Run 1, M3 wires:
Scale: 2 px per um. Cells faint in the background.
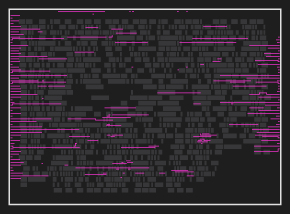
Run 1, placed cells, one colour a class:
Scale: 3 px per um.
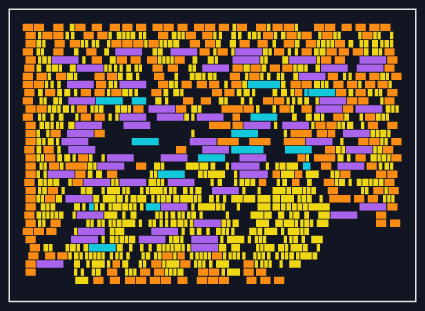
Run 1, cell placement:
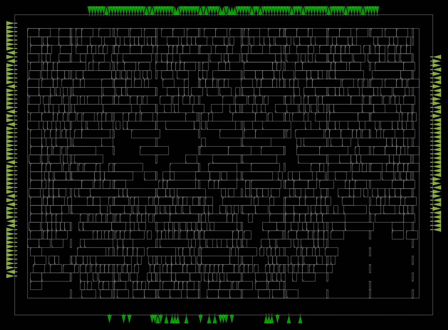
Run 1, cells by drive strength:
Scale: 3 px per um.
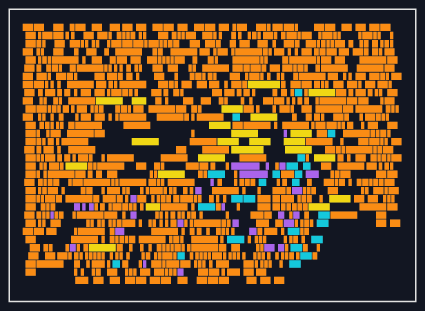
### config.mk
export PLATFORM = sky130hd
export DESIGN_NAME = mna_axi_ar_arb
export DESIGN_NICKNAME = d
export VERILOG_FILES = /design/src/rtl/mna_pkg.sv /design/src/rtl/mna_rr_arb.sv /design/src/rtl/mna_axi_ar_arb.sv
export SDC_FILE = /design/constraint.sdc
export NUM_CORES = 1
export LEC_CHECK = 0
export ABC_AREA = 1
export CORE_ASPECT_RATIO = 0.7
export CORE_MARGIN = 4
export CORE_UTILIZATION = 41
export CTS_CLUSTER_DIAMETER = 60
export CTS_CLUSTER_SIZE = 40
export DETAILED_ROUTE_END_ITERATION = 6
export HOLD_SLACK_MARGIN = 0.08
export PLACE_DENSITY = 0.87
export SLEW_MARGIN = 40
export SYNTH_ARGS = -nofsm -noshare
export SYNTH_HDL_FRONTEND = slang
export SYNTH_HIERARCHICAL = 1
export SYNTH_SLANG_ARGS = --single-unit
### constraint.sdc
create_clock -name i_clk_mna -period 3 [get_ports i_clk_mna]
set_input_delay 0.6 -clock i_clk_mna [delete_from_list [all_inputs] [get_ports i_clk_mna]]
set_output_delay 0.6 -clock i_clk_mna [all_outputs]
set_load 0.005 [all_outputs]
### src/rtl/mna_pkg.sv
// Shared constants and types for the MNA AXI read-address arbiter.
// Requester indices double as the ARID driven onto the fabric.
package mna_pkg;

  localparam int NUM_REQ = 4;
  localparam int IDX_W   = 2;

  localparam logic [IDX_W-1:0] IRDMA = 2'd0;
  localparam logic [IDX_W-1:0] PRDMA = 2'd1;
  localparam logic [IDX_W-1:0] WRDMA = 2'd2;
  localparam logic [IDX_W-1:0] OWDMA = 2'd3;

  typedef enum logic {
    IDLE  = 1'b0,
    ISSUE = 1'b1
  } ar_state_e;

  function automatic logic [NUM_REQ-1:0] idx2oh(
    input logic [IDX_W-1:0] idx
  );
    idx2oh      = '0;
    idx2oh[idx] = 1'b1;
  endfunction

endpackage

### src/rtl/mna_rr_arb.sv
// Round-robin picker: scans from last_i+1 upward, wrapping mod NUM_REQ.
// idx_o holds last_i when nothing is requesting.
module mna_rr_arb
  import mna_pkg::*;
(
  input  logic [NUM_REQ-1:0] req_i,
  input  logic [IDX_W-1:0]   last_i,
  output logic [NUM_REQ-1:0] gnt_o,
  output logic [IDX_W-1:0]   idx_o
);

  logic [IDX_W-1:0] cand;
  logic             found;

  always_comb begin
    gnt_o = '0;
    idx_o = last_i;
    cand  = last_i;
    found = 1'b0;
    for (int i = 1; i <= NUM_REQ; i++) begin
      cand = last_i + IDX_W'(i);
      if (!found && req_i[cand]) begin
        found       = 1'b1;
        gnt_o[cand] = 1'b1;
        idx_o       = cand;
      end
    end
  end

endmodule

### src/rtl/mna_axi_ar_arb.sv
// Four-way AXI AR arbiter with per-ID outstanding tracking and R routing.
// One AR in flight at a time; ARID is the requester index.
module mna_axi_ar_arb
  import mna_pkg::*;
#(
  parameter int MAX_OUTS = 4
) (
  input  logic                 i_clk_mna,
  input  logic                 i_rst_mna,
  input  logic [NUM_REQ-1:0]   i_req_arvalid,
  input  logic [NUM_REQ*32-1:0] i_req_araddr,
  input  logic [NUM_REQ*8-1:0] i_req_arlen,
  output logic [NUM_REQ-1:0]   o_req_arready,
  output logic                 o_arvalid,
  input  logic                 i_arready,
  output logic [IDX_W-1:0]     o_arid,
  output logic [31:0]          o_araddr,
  output logic [7:0]           o_arlen,
  input  logic                 i_rvalid,
  input  logic [IDX_W-1:0]     i_rid,
  input  logic                 i_rlast,
  output logic                 o_rready,
  output logic [NUM_REQ-1:0]   o_req_rvalid,
  input  logic [NUM_REQ-1:0]   i_req_rready,
  output logic                 o_outs_busy,
  output logic                 o_err_unexp,
  input  logic                 i_err_clr
);

  localparam logic [2:0] MAX_C = 3'(MAX_OUTS);

  ar_state_e        state_q, state_d;
  logic [IDX_W-1:0] last_q;
  logic [IDX_W-1:0] arid_q;
  logic [31:0]      araddr_q;
  logic [7:0]       arlen_q;
  logic [2:0]       cnt_q [NUM_REQ];
  logic [2:0]       cnt_d [NUM_REQ];
  logic             busy_q, busy_d;
  logic             err_q, err_d;

  logic [NUM_REQ-1:0] elig;
  logic [NUM_REQ-1:0] win_gnt;
  logic [IDX_W-1:0]   win_idx;
  logic               take;
  logic               ar_hs;
  logic               r_last_hs;
  logic               unexp;

  always_comb begin
    elig = '0;
    for (int k = 0; k < NUM_REQ; k++) begin
      elig[k] = i_req_arvalid[k] && (cnt_q[k] < MAX_C);
    end
  end

  mna_rr_arb u_rr (
    .req_i  (elig),
    .last_i (last_q),
    .gnt_o  (win_gnt),
    .idx_o  (win_idx)
  );

  assign take = (state_q == IDLE) && (|win_gnt);

  always_ff @(posedge i_clk_mna or posedge i_rst_mna) begin
    if (i_rst_mna) begin
      state_q <= IDLE;
    end else begin
      state_q <= state_d;
    end
  end

  always_comb begin
    state_d = state_q;
    unique case (state_q)
      IDLE:    if (|win_gnt) state_d = ISSUE;
      ISSUE:   if (i_arready) state_d = IDLE;
      default: state_d = IDLE;
    endcase
  end

  always_comb begin
    o_arvalid     = (state_q == ISSUE);
    o_req_arready = '0;
    if (o_arvalid && i_arready) begin
      o_req_arready = idx2oh(arid_q);
    end
  end

  // Payload is captured once on grant and frozen for the whole ISSUE.
  always_ff @(posedge i_clk_mna or posedge i_rst_mna) begin
    if (i_rst_mna) begin
      last_q   <= OWDMA;
      arid_q   <= '0;
      araddr_q <= '0;
      arlen_q  <= '0;
    end else if (take) begin
      last_q   <= win_idx;
      arid_q   <= win_idx;
      araddr_q <= i_req_araddr[{win_idx, 5'd0} +: 32];
      arlen_q  <= i_req_arlen[{win_idx, 3'd0} +: 8];
    end
  end

  assign o_arid   = arid_q;
  assign o_araddr = araddr_q;
  assign o_arlen  = arlen_q;

  assign o_rready     = i_req_rready[i_rid];
  assign o_req_rvalid = i_rvalid ? idx2oh(i_rid) : '0;

  assign ar_hs     = o_arvalid && i_arready;
  assign r_last_hs = i_rvalid && o_rready && i_rlast;
  assign unexp     = r_last_hs && (cnt_q[i_rid] == 3'd0);

  // A last beat on an empty counter is flagged and never decrements.
  always_comb begin
    busy_d = 1'b0;
    for (int k = 0; k < NUM_REQ; k++) begin
      cnt_d[k] = cnt_q[k];
      if (ar_hs && (arid_q == IDX_W'(k))) begin
        cnt_d[k] = cnt_d[k] + 3'd1;
      end
      if (r_last_hs && (i_rid == IDX_W'(k)) && (cnt_q[k] != 3'd0)) begin
        cnt_d[k] = cnt_d[k] - 3'd1;
      end
      busy_d = busy_d | (cnt_d[k] != 3'd0);
    end
  end

  always_comb begin
    err_d = err_q;
    if (unexp) begin
      err_d = 1'b1;
    end else if (i_err_clr) begin
      err_d = 1'b0;
    end
  end

  always_ff @(posedge i_clk_mna or posedge i_rst_mna) begin
    if (i_rst_mna) begin
      for (int k = 0; k < NUM_REQ; k++) begin
        cnt_q[k] <= '0;
      end
      busy_q <= 1'b0;
      err_q  <= 1'b0;
    end else begin
      for (int k = 0; k < NUM_REQ; k++) begin
        cnt_q[k] <= cnt_d[k];
      end
      busy_q <= busy_d;
      err_q  <= err_d;
    end
  end

  assign o_outs_busy = busy_q;
  assign o_err_unexp = err_q;

endmodule

==> metrics.yaml, run 1 <==
synth:
  compound_area_frac: 0.180
  fp_nets: 905
  synth_flops: 59
  synthCells: 709
  ys_seq_share: 0.319
  ys_warn_count: 6
  yosys_area_sq_um: 4630
  ys_top_logic_family: "simple AND/OR/NAND/NOR gates"
  mux_share: 0
  synthesis.area_sq_um: 4630
  ys_sh_simple: 0.359
  yosysUniqueCellTypes: 35
  ys_sh_adder: 0.0540
  ys_cells: 709
  syn_area_per_cell_sq_um: 6.53
  xor_area_frac: 0.00757
sta:
  timing.slew.headroom: 0.726
  fmax_mhz: 366
  skew_ps: 7.60
  worstMarginPinSlew_ps: 410
  slew_violations: 0
  rsz0062_at_grt: "no"
  setup_violations: 0
  finalWorstPathRequiredPeriod_ps: 2730
  hold_viol: 0
  post-route-period-util: 0.910
  final.setup.tns_ps: 0
min_path:
  hp-start: "o_err_unexp"
  hold_path_class: "reg -> reg"
  whs_path_depth: 2
critical_path:
  critPathKind: "in -> reg"
  crit_required_ps: 3190
  reg2reg_depth: 13
  critPathLaunch: "i_req_arvalid[1]"
  worstSetupStartpointType: "input port"
  timing.rr.start: "last_q[0]"
  worstPathArrival_ps: 2920
  crit_path_max_fanout: 28
  critPathCaptureType: "flop"
route:
  via_per_inst: 5.07
  wl_met3_um: 1360
  drc: 0
  drt_iter0_markers: 318
  routedWlPerCell_um: 14.8
  dr.pass1.iters: 5
  wl_met2_um: 7710
  top_layer: "met5"
  final_antenna_net_count: 0
  m1WireLength_um: 6630
cells_and_area:
  layout-drive-gt1-share: 0.0802
  layout.nets: 1126
  flop_area_sq_um: 1480
  combGateArea_sq_um: 2790
  final_core_util: 0.686
  diodes: 0
placement:
  placed_area_sq_um: 7220
  io_buffers: 229
  place_congestion: 0.860
  place_inst: 1072
  hpwl_um: 12600
global_route:
  grt_pass1_vias: 5223
  antenna_found_initial: 1
  grt_max_degree: 56
  grt_overflow_total: 0
  grt_pass1_wl_um: 25500
  grtUsageTotal: 0.240
clock_tree:
  cts-resized-gates: 0
  cts.sinks: 59
  htreeDepth: 3
  ctsHoldBuffers: 0
  clkTransAtPathRegs_ps: 50
  clk_path_buf_depth: 2
  clk_latency_ps: 320
  cts-root-buf: "clkbuf_16"
  postCtsSetupBuffers: 0
  cts_tree: "built"
  cts-buffers-inserted: 9
floorplanning:
  fp-utilization: 0.421
  die_height_um: 96.9
  die_width_um: 135
  die-area_sq_um: 13100
  pin_count: 230
status:
  outcome: "completed"
power_and_ir_drop:
  p_total_mw: 9.87
  power.density_nw_per_um2: 1310
  p_leak_nw: 3.31
  ir_drop_mv: 0.761
flow_run:
  cap_violations: 0
  openroad.warnings: 37
-- 'M3 wires' (at the start) --
- longest straight run: 36.6 um
- wire length on this layer: 1,360 um
- main direction: horizontal
vias: 5,519
final wirelength: 16,100 um
GR Layer Usage met3: 0.0691

-- 'placed cells, one colour a class' (at the start) --
- orange: remaining buffers and delay cells (cells 248; share of their area 35%)
- purple: sequential cells (cells 59; share of their area 20%)
- cyan: clock drivers and dummy loads (cells 16; share of their area 4.5%)
- yellow: remaining logic cells (cells 612; share of their area 41%)
final instance area: 7550 sq um
CORE AREA: 11,000 sq um

-- 'cell placement' (at the start) --
Tap Cells: 153
fin cells: 1,088
# rows: 32
Fill cells: 941
flop share of the area: 0.196

-- 'cells by drive strength' (at the start) --
- cyan: x3 and x4 (cells 24; share 2.6%; most used buf_4)
- yellow: x6 and larger (cells 23; share 2.5%)
- orange: x1 and smaller (cells 860; share 92%; most used clkdlybuf4s50_1)
- purple: x2 (cells 28; share 3.0%; most used nand2_2)
non-clock buffer count: 248
Worst Slack Setup Final: 271 ps
area grow syn2layout: 63.0%

run 1: synthesized netlist by cell type, drive strengths merged:
master  count  area share
and2        1      0.0016
clkbuf     25       0.020
a21boi      4      0.0065
buf        13       0.014
o21ai      91       0.098
a31oi      40       0.054
a21oi      12       0.016
o22ai       1      0.0014
ha         20       0.054
nand2     106        0.10
nand3      28       0.034
nor2      229        0.19
nor3        5       0.010
nand4      11       0.015
o31ai       1      0.0016
inv        57       0.046
nor4        1      0.0027
xor2        3      0.0057
dfrtp      57        0.31
xnor2       1      0.0019
dfstp       2       0.011
o21bai      1      0.0016
run 1: registers in the layout, indices dropped and copies added, names as in the netlist:
signal       cells
o_outs_busy      1
cnt_q           12
last_q           2
o_araddr        32
o_arid           2
o_arlen          8
o_arvalid        1
o_err_unexp      1
run 1: layer usage:
metal | GRT usage | vias to the layer above
met1 | 0.295 | 2503
met3 | 0.0691 | 35
met4 | 0.0751 | 2
met5 | 0 | -
li1 | - | 2749
met2 | 0.408 | 230
run 1: layout make-up:
type | instances | area share
inverter | 57 | 0.0283
clock buffer | 12 | 0.0340
sequential | 59 | 0.196
tap | 153 | 0.0254
timing repair buffer | 248 | 0.337
clock inverter | 4 | 0.00961
multi-input combinational | 555 | 0.369
run 1: power breakdown:
group	leakage, nW	switching [mW]	internal (mW)	total [mW]
Sequential	0.664	0.304	1.25	1.55
Combinational	2.48	4.14	3.05	7.20
Clock	0.159	0.356	0.770	1.13
run 1: cell usage in the layout, fill, tap and decap left out, types with 4 or more instances in the layout:
cell / instances
a21oi_1: 10
a31oi_1: 40
nand2_4: 6
buf_12: 9
ha_1: 20
clkdlybuf4s50_1: 229
nand3_1: 25
dfrtp_1: 57
o21ai_0: 81
o21ai_1: 10
clkbuf_16: 9
inv_1: 50
a21boi_0: 4
inv_2: 7
buf_4: 10
nand2_2: 11
nor2_4: 4
nand2_1: 89
nor2_1: 223
nand4_1: 11
run 1: logic make-up (layout without fill, tap and decap cells):
logic type / Yosys count / in the layout
and+or+nand+nor: 381 / 381
AOI/OAI and AO/OA: 150 / 150
DFF: 59 / 59
buffers and inverters: 95 / 321
xor gates and xnor gates: 4 / 4
adders and majority gates: 20 / 20
run 1: through the flow:
stage,setup slack [ps],hold WS [ps]
detailed placement,-58.4,532
global placement,23.1,513
CTS,284,535
finish,271,537
floorplan,277,507
global route,36.6,559
run 1: worst max-delay path, cell delays in order:
cell and delay (ps):
clkdlybuf4s50_1 450, inv_1 40, nor2_1 210, nand2_1 130, nand3_2 130, nand2_4 110
nand3_2 90, nand2_2 70, nand2_1 60, nand3_1 90, nor4_2 420, nor2_4 150
buf_12 190, nor2_1 100, a31oi_1 60
run 1: final timing paths:
kind	to	slack, ps
max in group asynchronous	last_q[0]	1840
hold / removal	o_err_unexp	540
hold reg to reg	o_err_unexp	540
min in group asynchronous	o_err_unexp	550
setup / recovery	o_arlen[6]	270
setup reg to reg	o_arlen[6]	280
==> run 2, diff against run 1 <==
Settings changed: CORE_MARGIN 4 to unset.
Run 2, placed cells, one colour a class:
Scale: 4 px per um.
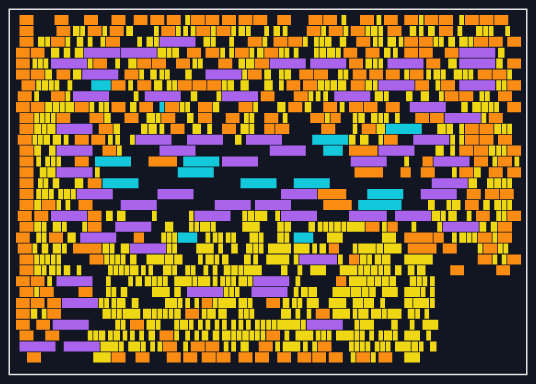
- cyan: clock drivers and dummy loads (cells 15; share of their area 4.3%)
- yellow: remaining logic cells (cells 612; share of their area 41%)
- purple: sequential cells (cells 59; share of their area 20%)
- orange: remaining buffers and delay cells (cells 248; share of their area 35%)
final instance area: 7520 sq um
flop share of the area: 0.197
Final Core Density: 0.683

==> run 2 against run 1 <==
Net effect: clock-buffer cell count rose by 2; via count fell by 2.3%; flip-flop count did not move; fmax fell by 2.0%; largest power group unchanged; core utilization fell by 0.25 points; cell count barely moved; register-to-register slack got worse by 20 ps; worst hold slack improved by 7.2 ps; synthesized area did not move; die area fell by 10%; clock skew rose by 1.8 ps; combinational power fell by 0.7%.
==> metrics.yaml, run 2 <==
cells_and_area:
  layout.nets: 1126
  layout.cells.non_filler: 1087
  largest_reg_flops: 32
  mostFrequentLayoutCells: "clkdlybuf4s50_1 (229), nor2_1 (223), nand2_1 (89)"
  nFillCells: 922
  layout-drive-gt1-share: 0.0792
  lay_top_count: "clkdlybuf4s50_1"
  diodes: 0
clock_tree:
  cts.sinks: 59
  clk_latency_ps: 310
  postCtsSetupBuffers: 0
  cts-resized-gates: 0
  cts-buffers-inserted: 9
  clkTransAtPathRegs_ps: 50
  htreeDepth: 3
  cts_tree: "built"
  cts-root-buf: "clkbuf_16"
sta:
  rsz0062_at_grt: "no"
  fmax_mhz: 359
  slew_violations: 0
  post-route-period-util: 0.928
  skew_ps: 9.38
  finalWorstPathRequiredPeriod_ps: 2780
  setup_violations: 0
  final.setup.tns_ps: 0
critical_path:
  worstPathArrival_ps: 2970
  critPathBufInv: 3
  critPathKind: "in -> reg"
  max_stage_delay_ps: 460
  crit_family: "simple AND/OR/NAND/NOR gates"
power_and_ir_drop:
  ir_drop_mv: 1.23
  power.density_nw_per_um2: 1300
  p_leak_nw: 3.30
synth:
  top_area_frac: 0.308
  topCellsByArea: "dfrtp_1 (31%), nor2_1 (18%), o21ai_0 (8.8%)"
  yosys_area_sq_um: 4630
  synth-edff-count: 0
  synthesis.area_sq_um: 4630
  ys_seq_share: 0.319
  ys_cells: 709
  yosys.area.top_type: "dfrtp_1"
  synth_flops: 59
  fp_nets: 905
  yosysUniqueCellTypes: 35
  ys.flop_type: "dfrtp_1"
flow_run:
  cap_violations: 0
floorplanning:
  die_width_um: 129
  core_sq_um: 11000
  pin_count: 230
  rows: 32
  fp-utilization: 0.421
global_route:
  grtUsageTotal: 0.251
  grt_pass1_vias: 4761
  grt_pass1_wl_um: 23100
  grt_overflow_total: 0
  grt_max_degree: 44
route:
  wl_met3_um: 1050
  dr.pass1.iters: 4
  vias: 5392
  m1WireLength_um: 6630
  final_antenna_net_count: 0
  drt_iter0_markers: 238
min_path:
  hold_path_class: "reg -> reg"
status:
  outcome: "completed"
placement:
  placed_area_sq_um: 7210
  io_buffers: 229
  place_inst: 1072
run 2: area by class of cell:
type	instances	area (sq um)	area share
Sequential cell	59	1480	0.197
Multi-Input combinational cell	555	2790	0.371
Tap cell	153	191	0.0255
Clock buffer	14	284	0.0378
Clock inverter	1	30.0	0.00399
Inverter	57	214	0.0284
Timing Repair Buffer	248	2530	0.337
run 2: final timing paths:
kind                                   from     endpoint  slack, ps  cells after the start
setup / recovery           i_req_arvalid[1]  o_araddr[7]        220                     15
hold / removal                  o_err_unexp  o_err_unexp        540                      2
setup reg to reg                  last_q[1]  o_araddr[7]        260                     13
hold reg to reg                 o_err_unexp  o_err_unexp        540                      2
max in group asynchronous         i_rst_mna  o_araddr[3]       1780                      3
min in group asynchronous         i_rst_mna     cnt_q[0]        630                      2
run 2: kinds of logic (layout without fill, tap and decap cells):
| group | after synthesis | in the layout | synth area share |
|---|---|---|---|
| buffers and inverters | 95 | 320 | 0.0808 |
| DFF | 59 | 59 | 0.319 |
| and+or+nand+nor | 381 | 381 | 0.359 |
| xor gates and xnor gates | 4 | 4 | 0.00757 |
| adders and majority gates | 20 | 20 | 0.0540 |
| AOI/OAI and AO/OA | 150 | 150 | 0.180 |
run 2: stage by stage:
| step | setup WS (ps) | util |
|---|---|---|
| 2_1_floorplan | 277 | - |
| 3_3_place_gp | -15.6 | 0.655 |
| 3_5_place_dp | -79.2 | 0.655 |
| 4_1_cts | 226 | 0.683 |
| 5_1_grt | 6.53 | 0.683 |
| 6_report | 216 | 0.683 |
run 2: routing by layer:
metal / GRT usage / vias to the layer above
met5: 0 / -
li1: - / 2744
met3: 0.0717 / 20
met1: 0.328 / 2442
met4: 0.0578 / 0
met2: 0.408 / 186
run 2: power by group:
part	internal [mW]	total, mW	switching [mW]	leakage (nW)
combinational	3.04	7.15	4.12	2.48
sequential	1.25	1.54	0.294	0.664
clock	0.729	1.06	0.332	0.155
total	5.01	9.76	4.74	3.30
run 2: worst register-to-register path: stages, from the launching register on:
cell and delay [ps]:
dfstp_2 520, inv_1 120, ha_1 360, inv_1 170, nand2_4 90, nand2_4 110, nor2_8 50, a21oi_1 150
nand3_1 100, nor4_2 410, nor2_4 160, buf_12 200, nor2_1 110, a31oi_1 50
Power figures rest on the tool's default switching activity, not on a simulated workload.
